==> images/clock_nets.png <==
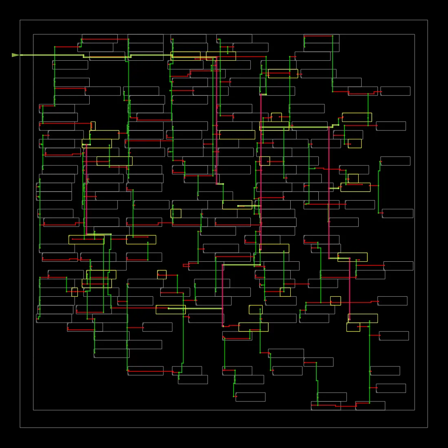
==> images/m3.png <==
Scale: 3 px per um. Cells faint in the background.
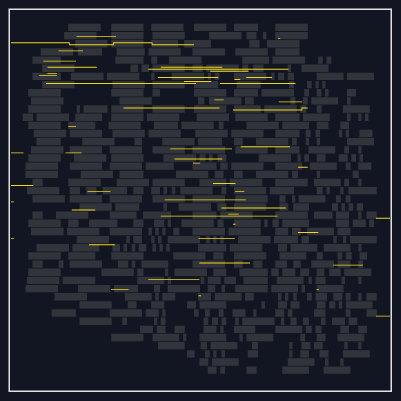
==> images/sizing.png <==
Scale: 2 px per um.
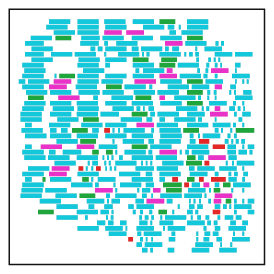
==> images/route_heat.png <==
Scale: 3 px per um. The die is cut into 25 by 25 equal tiles; dark purple is low, yellow is high, scaled to the fullest tile. Values are wire area over tile area, all layers added.
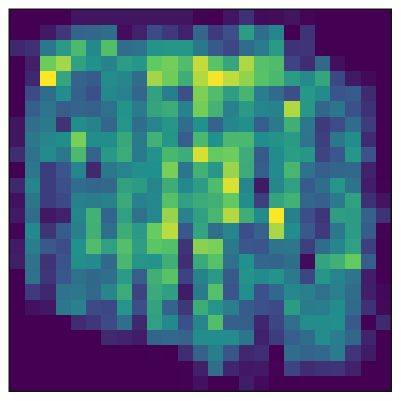
[src/rtl/uart_tx_buffered.sv]
// Buffered 8N1 UART transmitter: byte FIFO in front of a fixed-baud serialiser.
// Frames are sent back-to-back, with no idle gap, while the FIFO holds data.
module uart_tx_buffered #(
    parameter int unsigned CLK_FREQ   = 100_000_000,
    parameter int unsigned BAUD       = 115200,
    parameter int unsigned FIFO_DEPTH = 16
) (
    input  logic       CLK,
    input  logic       RESET,
    input  logic [7:0] UART_TX,
    input  logic       UART_TX_valid,
    output logic       UART_TX_ready,
    output logic       TX,
    output logic       busy
);

    localparam int unsigned DIV     = CLK_FREQ / BAUD;
    localparam int unsigned CNT_W   = (DIV > 1) ? $clog2(DIV) : 1;
    localparam int unsigned PTR_W   = (FIFO_DEPTH > 1) ? $clog2(FIFO_DEPTH) : 1;
    localparam int unsigned COUNT_W = PTR_W + 1;

    typedef enum logic [1:0] {
        S_IDLE,
        S_START,
        S_DATA,
        S_STOP
    } state_t;

    logic [7:0]         r_mem [FIFO_DEPTH];
    logic [PTR_W-1:0]   r_wr_ptr;
    logic [PTR_W-1:0]   r_rd_ptr;
    logic [COUNT_W-1:0] r_count;

    state_t             r_state;
    logic [CNT_W-1:0]   r_baud_cnt;
    logic [2:0]         r_bit_idx;
    logic [7:0]         r_shift;
    logic               r_tx;

    logic               w_full;
    logic               w_empty;
    logic               w_push;
    logic               w_pop;
    logic               w_baud_done;
    logic [7:0]         w_head;

    assign w_full      = (r_count == COUNT_W'(FIFO_DEPTH));
    assign w_empty     = (r_count == '0);
    assign w_push      = UART_TX_valid && !w_full;
    assign w_baud_done = (r_baud_cnt == CNT_W'(DIV - 1));
    assign w_head      = r_mem[r_rd_ptr];

    // The FSM takes the head byte when idle, or at the last stop cycle to chain frames.
    assign w_pop = !w_empty &&
                   ((r_state == S_IDLE) || ((r_state == S_STOP) && w_baud_done));

    assign UART_TX_ready = !w_full;
    assign TX            = r_tx;
    assign busy          = (r_state != S_IDLE) || !w_empty;

    always_ff @(posedge CLK) begin
        if (w_push) begin
            r_mem[r_wr_ptr] <= UART_TX;
        end
    end

    // Pointers wrap naturally because the depth is a power of two.
    always_ff @(posedge CLK or posedge RESET) begin
        if (RESET) begin
            r_wr_ptr <= '0;
            r_rd_ptr <= '0;
            r_count  <= '0;
        end else begin
            if (w_push) begin
                r_wr_ptr <= r_wr_ptr + PTR_W'(1);
            end
            if (w_pop) begin
                r_rd_ptr <= r_rd_ptr + PTR_W'(1);
            end
            case ({w_push, w_pop})
                2'b10:   r_count <= r_count + COUNT_W'(1);
                2'b01:   r_count <= r_count - COUNT_W'(1);
                default: r_count <= r_count;
            endcase
        end
    end

    // Serialiser; TX is updated on the same edge as each state/bit change.
    always_ff @(posedge CLK or posedge RESET) begin
        if (RESET) begin
            r_state    <= S_IDLE;
            r_baud_cnt <= '0;
            r_bit_idx  <= '0;
            r_shift    <= '0;
            r_tx       <= 1'b1;
        end else begin
            case (r_state)
                S_IDLE: begin
                    r_tx <= 1'b1;
                    if (!w_empty) begin
                        r_shift    <= w_head;
                        r_baud_cnt <= '0;
                        r_tx       <= 1'b0;
                        r_state    <= S_START;
                    end
                end
                S_START: begin
                    if (w_baud_done) begin
                        r_baud_cnt <= '0;
                        r_bit_idx  <= '0;
                        r_tx       <= r_shift[0];
                        r_state    <= S_DATA;
                    end else begin
                        r_baud_cnt <= r_baud_cnt + CNT_W'(1);
                    end
                end
                S_DATA: begin
                    if (w_baud_done) begin
                        r_baud_cnt <= '0;
                        if (r_bit_idx == 3'd7) begin
                            r_tx    <= 1'b1;
                            r_state <= S_STOP;
                        end else begin
                            r_shift   <= r_shift >> 1;
                            r_tx      <= r_shift[1];
                            r_bit_idx <= r_bit_idx + 3'd1;
                        end
                    end else begin
                        r_baud_cnt <= r_baud_cnt + CNT_W'(1);
                    end
                end
                S_STOP: begin
                    if (w_baud_done) begin
                        r_baud_cnt <= '0;
                        if (!w_empty) begin
                            r_shift <= w_head;
                            r_tx    <= 1'b0;
                            r_state <= S_START;
                        end else begin
                            r_state <= S_IDLE;
                        end
                    end else begin
                        r_baud_cnt <= r_baud_cnt + CNT_W'(1);
                    end
                end
                default: begin
                    r_tx    <= 1'b1;
                    r_state <= S_IDLE;
                end
            endcase
        end
    end

endmodule

[config.mk]
export PLATFORM = sky130hd
export DESIGN_NAME = uart_tx_buffered
export DESIGN_NICKNAME = d
export VERILOG_FILES = /design/src/rtl/uart_tx_buffered.sv
export SDC_FILE = /design/constraint.sdc
export NUM_CORES = 1
export LEC_CHECK = 0
export CAP_MARGIN = 10
export CELL_PAD_IN_SITES_DETAIL_PLACEMENT = 1
export CELL_PAD_IN_SITES_GLOBAL_PLACEMENT = 2
export CORE_MARGIN = 4
export CORE_UTILIZATION = 50
export DETAILED_ROUTE_END_ITERATION = 16
export GPL_ROUTABILITY_DRIVEN = 1
export PLACE_DENSITY = 0.91
export SLEW_MARGIN = 20
export SYNTH_ARGS = -nofsm -noshare
export SYNTH_HDL_FRONTEND = slang
export SYNTH_SLANG_ARGS = --single-unit
[constraint.sdc]
create_clock -name CLK -period 6.1 [get_ports CLK]
set_clock_uncertainty 0.15 [all_clocks]
set_input_delay 1.22 -clock CLK [delete_from_list [all_inputs] [get_ports CLK]]
set_output_delay 1.22 -clock CLK [all_outputs]
set_load 0.02 [all_outputs]
==> GITHUB_STEP_SUMMARY <==
## Implementation flow summary

| Metric | Value |
|---|---|
| Simple Share, Synth | `a little over 7%` |
| Fin cells | `~650` |
| Layout Nets | `~490` |
| Placed insts | `619` |
| Levels on crit path | `3` |
| Top delay family on crit path | `simple AND/OR/NAND/NOR gates` |
| DR pass1 iterations | `5` |
| # resized after CTS | `0` |
| Root buffer cell | `clkbuf_16` |
| Area leader, netlist | `edfxtp_1` |
| CTS max path bufs | `2` |
| Data buffer area share | `2.10%` |
| Combinational share of cell area | `a little over a quarter` |
| Most instantiated logic cells after routing | `edfxtp_1 (128), nand2_1 (35), dfrtp_1 (35), nor2_1 (30), mux4_2 (23)` |
| Core Box Area | `around 14000 um2` |
| Combinational gates | `240` |
| Buf/Inv on CP | `1` |
| Leakage | `2.79 nW` |
| Commonest Layout Cell | `edfxtp_1` |
| GRT met2 Usage | `around a third` |
| Signal buffers | `18` |
| Yosys xor share | `2.23%` |
| Post-Syn Area | `7060 um2` |
| Ys cells | `between 400 and 500` |
| Slew @ Worst Pin | `about 0.92 ns` |
| CTS tree | `built` |
| Mux cell area share | `11.7%` |
| Status | `completed` |
| Req. time, crit path | `4.73 ns` |
-- clock_nets.png (at the start) --
Seq cells: 165
clock buf count: 17
clk latency late pin: 0.43 ns
Clock Sink Count: 165
clock buffer count from CTS: 17

-- m3.png (at the start) --
longest straight run: 49.7 um
wire length on this layer: 654 um
nets with wire on the layer: 33
share of all routed wire: 4.2%

-- sizing.png (at the start) --
legend:
  green:
    size: x2
    cells: 35
    share: 7.4%
  cyan:
    size: x1 and smaller
    cells: 397
    share: 84%
  magenta:
    size: x6 and larger
    cells: 27
    share: 5.7%
  red:
    size: x3 and x4
    cells: 12
    share: 2.5%

-- route_heat.png (at the start) --
fullest tile: 0.46
tiles over half the peak: 25%
emptiest ninth of the die: south-west
densest ninth of the die: centre
mean over tiles: 0.15

## Yosys cell counts (7+ instances only)
library cell,n
ha_1,17
inv_1,16
xor2_1,8
nand3_1,10
mux4_1,8
buf_2,7
a31oi_1,7
nand2_1,35
dfrtp_1,36
edfxtp_1,128
xnor2_1,10
mux4_2,23
nor2_1,30
a21oi_1,17
o21ai_0,11
## metrics by stage
stage               setup WS (ns)  area, um2
CTS                          2.29       7960
detailed placement           2.19       7340
global placement             2.44       7340
global route                 2.19       7970
finish                       2.33       7970
floorplan                    3.01       7060
## report_power, final
group	internal [mW]	total, mW	switching [mW]
clock	0.656	1.12	0.465
sequential	1.33	1.40	0.0682
combinational	0.101	0.283	0.182
Power and IR drop assume default switching activity.
